## config.mk

```make
export PLATFORM = sky130hd
export DESIGN_NAME = bitstream_fifo_flat
export DESIGN_NICKNAME = d
export VERILOG_FILES = /design/src/rtl/bitstream_pkg.sv /design/src/rtl/bitstream_fifo_if.sv /design/src/rtl/bitstream_fifo_mem.sv /design/src/rtl/bitstream_fifo.sv /design/src/flat_wrapper.sv
export SDC_FILE = /design/constraint.sdc
export NUM_CORES = 2
export LEC_CHECK = 0
export CORE_ASPECT_RATIO = 1.5
export CORE_UTILIZATION = 47
export DETAILED_ROUTE_END_ITERATION = 8
export PLACE_DENSITY = 0.68
export SETUP_SLACK_MARGIN = 0.2
export SYNTH_ARGS = -nofsm -noshare
export SYNTH_HDL_FRONTEND = slang
export SYNTH_SLANG_ARGS = --single-unit
```

## constraint.sdc

```tcl
create_clock -name clk -period 81 [get_ports clk]
set_input_delay 12.15 -clock clk [delete_from_list [all_inputs] [get_ports clk]]
set_output_delay 12.15 -clock clk [all_outputs]
set_load 0.02 [all_outputs]
```

## src/rtl/bitstream_pkg.sv

```systemverilog
// Shared definitions for the LiDAR bitstream path.
//   BITSTREAM_W      : width of one bitstream word
//   bitstream_word_t : one bitstream word
//   DROP_CNT_W       : width of the optional dropped-push counter
package bitstream_pkg;

    localparam int BITSTREAM_W = 512;
    typedef logic [BITSTREAM_W-1:0] bitstream_word_t;
    localparam int DROP_CNT_W = 16;

endpackage

```

## src/rtl/bitstream_fifo_if.sv

```systemverilog
// Handshake bundle between the bitstream source, bitstream_fifo and the
// bitstream reader.
//   wr_en, bitstream_in          : push side (source -> fifo)
//   rd_en                        : pop request (reader -> fifo)
//   bitstream_out, out_valid     : head word (fifo -> reader)
//   empty, full, almost_full     : occupancy flags
//   level                        : occupancy count
//   overflow                     : sticky dropped-push flag
//   drop_cnt                     : dropped-push count, present only when
//                                  BITSTREAM_FIFO_DROP_CNT_EN is defined
// Modports: master = source/reader side, slave = fifo side.
interface bitstream_fifo_if
    import bitstream_pkg::*;
#(
    parameter int DATA_W = BITSTREAM_W,
    parameter int DEPTH  = 4
) ();

    logic                         wr_en;
    logic [DATA_W-1:0]            bitstream_in;
    logic                         rd_en;
    logic [DATA_W-1:0]            bitstream_out;
    logic                         out_valid;
    logic                         empty;
    logic                         full;
    logic                         almost_full;
    logic [$clog2(DEPTH+1)-1:0]   level;
    logic                         overflow;
`ifdef BITSTREAM_FIFO_DROP_CNT_EN
    logic [DROP_CNT_W-1:0]        drop_cnt;
`endif

    modport master (
        output wr_en, bitstream_in, rd_en,
        input  bitstream_out, out_valid, empty, full, almost_full, level, overflow
`ifdef BITSTREAM_FIFO_DROP_CNT_EN
        , input drop_cnt
`endif
    );

    modport slave (
        input  wr_en, bitstream_in, rd_en,
        output bitstream_out, out_valid, empty, full, almost_full, level, overflow
`ifdef BITSTREAM_FIFO_DROP_CNT_EN
        , output drop_cnt
`endif
    );

endinterface

```

## src/rtl/bitstream_fifo_mem.sv

```systemverilog
// Storage array for bitstream_fifo: DEPTH x DATA_W registers, no reset.
//   clk     : write clock
//   wr_en   : write strobe
//   wr_addr : write slot
//   wr_data : word to store
//   rd_addr : read slot
//   rd_data : combinational read of mem[rd_addr]
module bitstream_fifo_mem #(
    parameter int DATA_W = 512,
    parameter int DEPTH  = 4
) (
    input  logic                       clk,
    input  logic                       wr_en,
    input  logic [$clog2(DEPTH)-1:0]   wr_addr,
    input  logic [DATA_W-1:0]          wr_data,
    input  logic [$clog2(DEPTH)-1:0]   rd_addr,
    output logic [DATA_W-1:0]          rd_data
);

    logic [DATA_W-1:0] mem [DEPTH];

    always_ff @(posedge clk) begin
        if (wr_en) begin
            mem[wr_addr] <= wr_data;
        end
    end

    assign rd_data = mem[rd_addr];

endmodule

```

## src/rtl/bitstream_fifo.sv

```systemverilog
// First-word-fall-through FIFO for LiDAR bitstream words.
// Optional feature macro: BITSTREAM_FIFO_DROP_CNT_EN adds a saturating
// 16-bit count of dropped pushes on bus.drop_cnt.
//   clk   : clock, rising edge
//   reset : synchronous, active-high
//   bus   : bitstream_fifo_if.slave (push/pop handshake, head word, flags)
// A push and a pop are both accepted while full; the new word lands in the
// slot being freed. A push while full without a pop is dropped and sets the
// sticky overflow flag.
module bitstream_fifo
    import bitstream_pkg::*;
#(
    parameter int DATA_W       = BITSTREAM_W,
    parameter int DEPTH        = 4,
    parameter int AFULL_THRESH = DEPTH - 1
) (
    input  logic               clk,
    input  logic               reset,
    bitstream_fifo_if.slave    bus
);

    localparam int PTR_W = $clog2(DEPTH);
    localparam int LVL_W = $clog2(DEPTH + 1);

    generate
        if ((DEPTH < 2) || ((DEPTH & (DEPTH - 1)) != 0)) begin : g_bad_depth
            $error("bitstream_fifo: DEPTH must be a power of two >= 2");
        end
        if ((AFULL_THRESH < 1) || (AFULL_THRESH > DEPTH)) begin : g_bad_afull
            $error("bitstream_fifo: AFULL_THRESH must be in 1..DEPTH");
        end
    endgenerate

    logic [PTR_W-1:0]  wr_ptr;
    logic [PTR_W-1:0]  rd_ptr;
    logic [LVL_W-1:0]  level_q;
    logic              overflow_q;
    logic [DATA_W-1:0] head_word;

    logic empty_w;
    logic full_w;
    logic rd_acc;
    logic wr_acc;
    logic drop_w;

    assign empty_w = (level_q == '0);
    assign full_w  = (level_q == LVL_W'(DEPTH));
    assign rd_acc  = bus.rd_en && !empty_w;
    // Popping frees a slot this same edge, so a full FIFO can still take a push.
    assign wr_acc  = bus.wr_en && (!full_w || rd_acc);
    assign drop_w  = bus.wr_en && !wr_acc;

    always_ff @(posedge clk) begin
        if (reset) begin
            wr_ptr     <= '0;
            rd_ptr     <= '0;
            level_q    <= '0;
            overflow_q <= 1'b0;
        end else begin
            if (wr_acc) begin
                wr_ptr <= wr_ptr + PTR_W'(1);
            end
            if (rd_acc) begin
                rd_ptr <= rd_ptr + PTR_W'(1);
            end
            if (wr_acc && !rd_acc) begin
                level_q <= level_q + LVL_W'(1);
            end else if (rd_acc && !wr_acc) begin
                level_q <= level_q - LVL_W'(1);
            end
            if (drop_w) begin
                overflow_q <= 1'b1;
            end
        end
    end

    bitstream_fifo_mem #(
        .DATA_W (DATA_W),
        .DEPTH  (DEPTH)
    ) u_mem (
        .clk     (clk),
        .wr_en   (wr_acc && !reset),
        .wr_addr (wr_ptr),
        .wr_data (bus.bitstream_in),
        .rd_addr (rd_ptr),
        .rd_data (head_word)
    );

    // Stale storage must never leak out while empty.
    assign bus.bitstream_out = empty_w ? '0 : head_word;
    assign bus.out_valid     = !empty_w;
    assign bus.empty         = empty_w;
    assign bus.full          = full_w;
    assign bus.almost_full   = (level_q >= LVL_W'(AFULL_THRESH));
    assign bus.level         = level_q;
    assign bus.overflow      = overflow_q;

`ifdef BITSTREAM_FIFO_DROP_CNT_EN
    logic [DROP_CNT_W-1:0] drop_cnt_q;

    always_ff @(posedge clk) begin
        if (reset) begin
            drop_cnt_q <= '0;
        end else if (drop_w && (drop_cnt_q != '1)) begin
            drop_cnt_q <= drop_cnt_q + DROP_CNT_W'(1);
        end
    end

    assign bus.drop_cnt = drop_cnt_q;
`endif

endmodule
```

## src/flat_wrapper.sv

```systemverilog
// flat-port wrapper written by rule: the top's interface ports become plain ports
module bitstream_fifo_flat import bitstream_pkg::*;
#(
    parameter int DATA_W       = BITSTREAM_W,
    parameter int DEPTH        = 4,
    parameter int AFULL_THRESH = DEPTH - 1
)
  (clk, reset, bus_wr_en, bus_bitstream_in, bus_rd_en, bus_bitstream_out, bus_out_valid, bus_empty, bus_full, bus_almost_full, bus_level, bus_overflow);
  bitstream_fifo_if #(.DATA_W(DATA_W), .DEPTH(DEPTH)) bus_i ();
  input  logic clk;
  input  logic reset;
  input wire logic [$bits(bus_i.wr_en)-1:0] bus_wr_en;
  input wire logic [$bits(bus_i.bitstream_in)-1:0] bus_bitstream_in;
  input wire logic [$bits(bus_i.rd_en)-1:0] bus_rd_en;
  output wire logic [$bits(bus_i.bitstream_out)-1:0] bus_bitstream_out;
  output wire logic [$bits(bus_i.out_valid)-1:0] bus_out_valid;
  output wire logic [$bits(bus_i.empty)-1:0] bus_empty;
  output wire logic [$bits(bus_i.full)-1:0] bus_full;
  output wire logic [$bits(bus_i.almost_full)-1:0] bus_almost_full;
  output wire logic [$bits(bus_i.level)-1:0] bus_level;
  output wire logic [$bits(bus_i.overflow)-1:0] bus_overflow;
  assign bus_i.wr_en = bus_wr_en;
  assign bus_i.bitstream_in = bus_bitstream_in;
  assign bus_i.rd_en = bus_rd_en;
  assign bus_bitstream_out = bus_i.bitstream_out;
  assign bus_out_valid = bus_i.out_valid;
  assign bus_empty = bus_i.empty;
  assign bus_full = bus_i.full;
  assign bus_almost_full = bus_i.almost_full;
  assign bus_level = bus_i.level;
  assign bus_overflow = bus_i.overflow;
  bitstream_fifo #(.DATA_W(DATA_W), .DEPTH(DEPTH), .AFULL_THRESH(AFULL_THRESH)) u_core (.clk(clk), .reset(reset), .bus(bus_i));
endmodule
```

==> images/layers.png <==
(1 px per um) Two of the layers only.
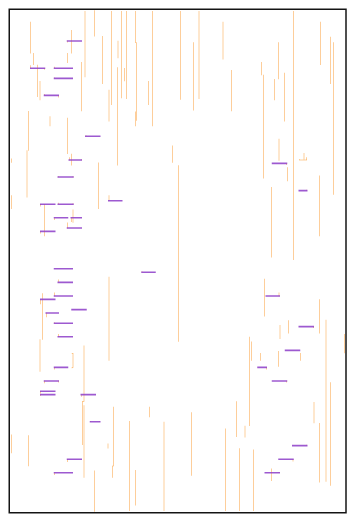
Orange is M4, wire length 4430 um. Purple is M5, wire length 575 um.

==> images/m1.png <==
(1 px per um) Supply wires on this layer in gray.
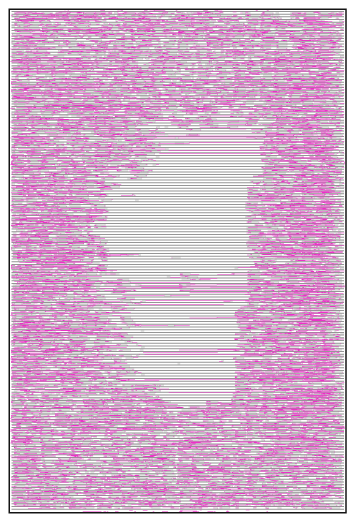
The wires run mostly horizontal. The longest straight run is 156 um.
DR vias: 37000
Routed WL: 186000 um
met1 usage: 25.8%

==> results.ini <==
[outcome]
status=completed

[sta]
fin_tns_setup_ns=0
hold_viol_final=0
finClkSkew_ns=0.0615
clock.fmax_ghz=0.0534
fin_ws_ns=62.27
relSlewSlack_pct=22.0
drv_slew=0
finalSetupViolations=0
finalClockPeriodUsage_pct=23.1
period_needed_ns=18.73
rsz0062_at_grt=no
worst_pin_slew_ns=1.17

[critical_path]
path_cells=buf_4 > buf_4 > buf_4 > buf_4 > mux4_2 > and2_1 > clkdlybuf4s50_1
cp_slowest_stage_delay_ns=1.00
rr_startpoint=u_core.bus.level[0]
cp_num_cells=7
crit_buf_inv=5
crit_family=buffers and inverters
crit_slowest_cell=dfxtp_4
worst-path-max-fanout=49
r2r-end=u_core.u_mem.mem[0][142]
reg2reg_depth=6
required_ns=68.85
start_kind=flop
timing.reg2reg.setup_slack_ns=76.54
cp.arrival_ns=6.58
end_kind=primary output
path_class=flop to primary output
cp-endpoint=bus_bitstream_out[279]
crit_top_cell=buf_4

[die]
initial_core_util_pct=47.3
die_area_mm2=0.168
die_x_um=335
rows=183
design.core.area_mm2=0.166
fp.dieH_um=502
io_pins=1036

[finish]
nets=4925
area.growth.synth_to_final_pct=23.3
nFillCells=12000
fin_cells=6804
final_layout_size_suffix_gt1_share_pct=18.5
final_util_pct=58.3

[clocking]
clock-root-buffer=clkbuf_16
cts_tree=built
cts_resized=0
cts.sinks=2058
clockBufferDepth=3
post_cts_buffers=0
clock_latency_ns=0.82
hold_buffers=0
cts_buffers=188
clkSlewWorstSetupHoldPaths_ns=0.06
cts_max_level=4

[global_routing]
busiest_layer=met2
grt_max_degree=220
antenna_found_initial=72
grt_overflow=0
grtUsageMet2_pct=35.5
grt_use_met3_pct=9.61
grt_pass1_wl_um=264000
grt_pass1_vias=38300
grt_usage_pct=21.7

[yosys]
mux_area_share_pct=14.8
synth_cell_type_count=28
synth.avg_cell_area_um2=23.7
area_leaders=edfxtp_1, mux4_2, and2_1, buf_12, buf_2
syn_inst=3297
synth_top_area_share_pct=78.5
synth-simple-area-share_pct=4.22
ys_area_mm2=0.0783
synthArstFlopShare_pct=0
yosys.area_share.aoi_pct=0.0639
synth-seq-area-share_pct=78.8
syn_nets=3819
yosys_warnings=0
ys.flop_type=edfxtp_1
yosysMostFrequentCell=edfxtp_1
xor_area_share_pct=0.0447
top_cells_by_count=edfxtp_1, and2_1, mux4_2, clkbuf_1, buf_2
synthTopLogicFamily=multiplexers
netlist.top_cell.by_area=edfxtp_1
edf_count=2048
ys.flops=2058
adder_share_pct=0.105
ys_cells=3297
synth.cell_area_mm2=0.0783

[route]
detail_route.wl_per_cell_um=27.3
via_per_inst=5.44
ant_nets=0
drtIter0Drc=2591
first_pass_iters=5
drc=0

[power]
vdd_drop_max_mv=0.0401
p_leak_nw=30.1
power_density_mw_per_mm2=33.5
totalPowerFinal_mw=3.24

[placement]
routabilityCongestion=0.783
dpl.hpwl_um=117000
placedCellCount=6433
io_buffers=1035
post-place-ws_ns=62.70

[run]
warning_count=66
maxCapViolations=0

[min_path]
min_path_type=flop to flop

==> images/ff_map.png <==
(1 px per um) Other sequential cells in the stronger gray, the rest of the logic in the fainter gray.
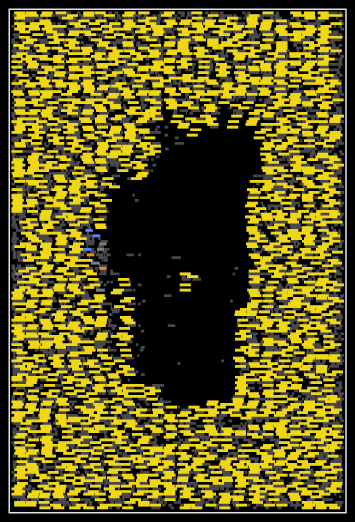
Blue is u_core.bus.level, sequential cells 3. Yellow is u_core.u_mem.mem, sequential cells 2048, where all over the die. Orange is u_core.rd_ptr, sequential cells 2.
Another 5 sequential cells are not colored.

routing by layer:
| metal | part of all wire, % | wire length (um) |
|---|---|---|
| met4 | 2.4 | 4430 |
| met5 | 0.31 | 575 |
| met2 | 50 | 92200 |
| met3 | 11 | 21200 |
| met1 | 36 | 67500 |
logic make-up after synthesis:
family | Yosys count
AND-OR/OR-AND | 7
XOR/XNOR | 4
adder cells (fa/ha/maj) | 6
buffers and inverters | 178
flip-flops | 2058
multiplexers | 515
AND/OR/NAND/NOR | 529
per-stage QoR:
step           hold slack, ns  cell area [um^2]
4_1_cts                 0.536             96500
2_1_floorplan           0.481             78300
5_1_grt                 0.565             96500
6_report                0.518             96600
3_3_place_gp            0.458             90400
3_5_place_dp            0.512             90400
sequential cells by signal, indices dropped and copies added, names as in the netlist, named ones only:
signal and count:
u_core.bus.level 3, u_core.u_mem.mem 2048, u_core.rd_ptr 2, u_core.bus.overflow 1, u_core.wr_ptr 2
cell type report:
type	count	area [um^2]	share of cell area [%]
inverter	6	22.5	0.0233
clock buffer	219	4840	5.01
sequential	2058	61700	63.9
timing repair buffer	1088	10900	11.2
tap	2220	2780	2.88
clock inverter	126	1230	1.27
antenna	26	65.1	0.0674
multi-input combinational	1061	15100	15.6
where the power goes:
group | leakage [nW] | internal (mW) | switching, mW
Clock | 2.94 | 0.485 | 0.387
Combinational | 8.44 | 0.518 | 0.605
Sequential | 18.7 | 1.22 | 0.0190
worst min-delay path, cell delays in order (launching register included):
cell and delay (ns):
dfxtp_1 0.34, a31oi_1 0.05, nor2_1 0.09
placed cells by master, fill, tap and decap left out:
cell                n
a21bo_2             1
a21o_1              1
a21oi_1             1
a31oi_1             1
and2_1            512
buf_12              8
buf_4              45
bufinv_16          17
clkbuf_1           30
clkbuf_16         189
clkdlybuf4s50_1  1035
clkinv_1           48
clkinv_16           5
clkinv_2           34
clkinvlp_4         12
dfxtp_1             8
dfxtp_4             2
diode_2            26
edfxtp_1         2048
fa_1                1
ha_1                5
inv_1               6
inv_16              3
inv_6               5
inv_8               2
mux2_2              1
mux2i_1             2
mux4_2            512
nand2b_1            2
nor2_1              8
nor3b_2             5
o21ai_0             1
o311ai_0            1
o31ai_1             1
or3_1               1
or3_4               1
xor2_1              4
worst min-delay path by stage:
stage / from / to / cells past startpoint
2_1_floorplan: u_core.wr_ptr[1] / u_core.wr_ptr[1] / 2
3_3_place_gp: u_core.bus.overflow / u_core.bus.overflow / 2
3_5_place_dp: u_core.bus.overflow / u_core.bus.overflow / 2
4_1_cts: u_core.bus.overflow / u_core.bus.overflow / 2
5_1_grt: u_core.bus.overflow / u_core.bus.overflow / 2
6_report: u_core.bus.overflow / u_core.bus.overflow / 2
Power figures rest on the tool's default switching activity, not on a simulated workload.
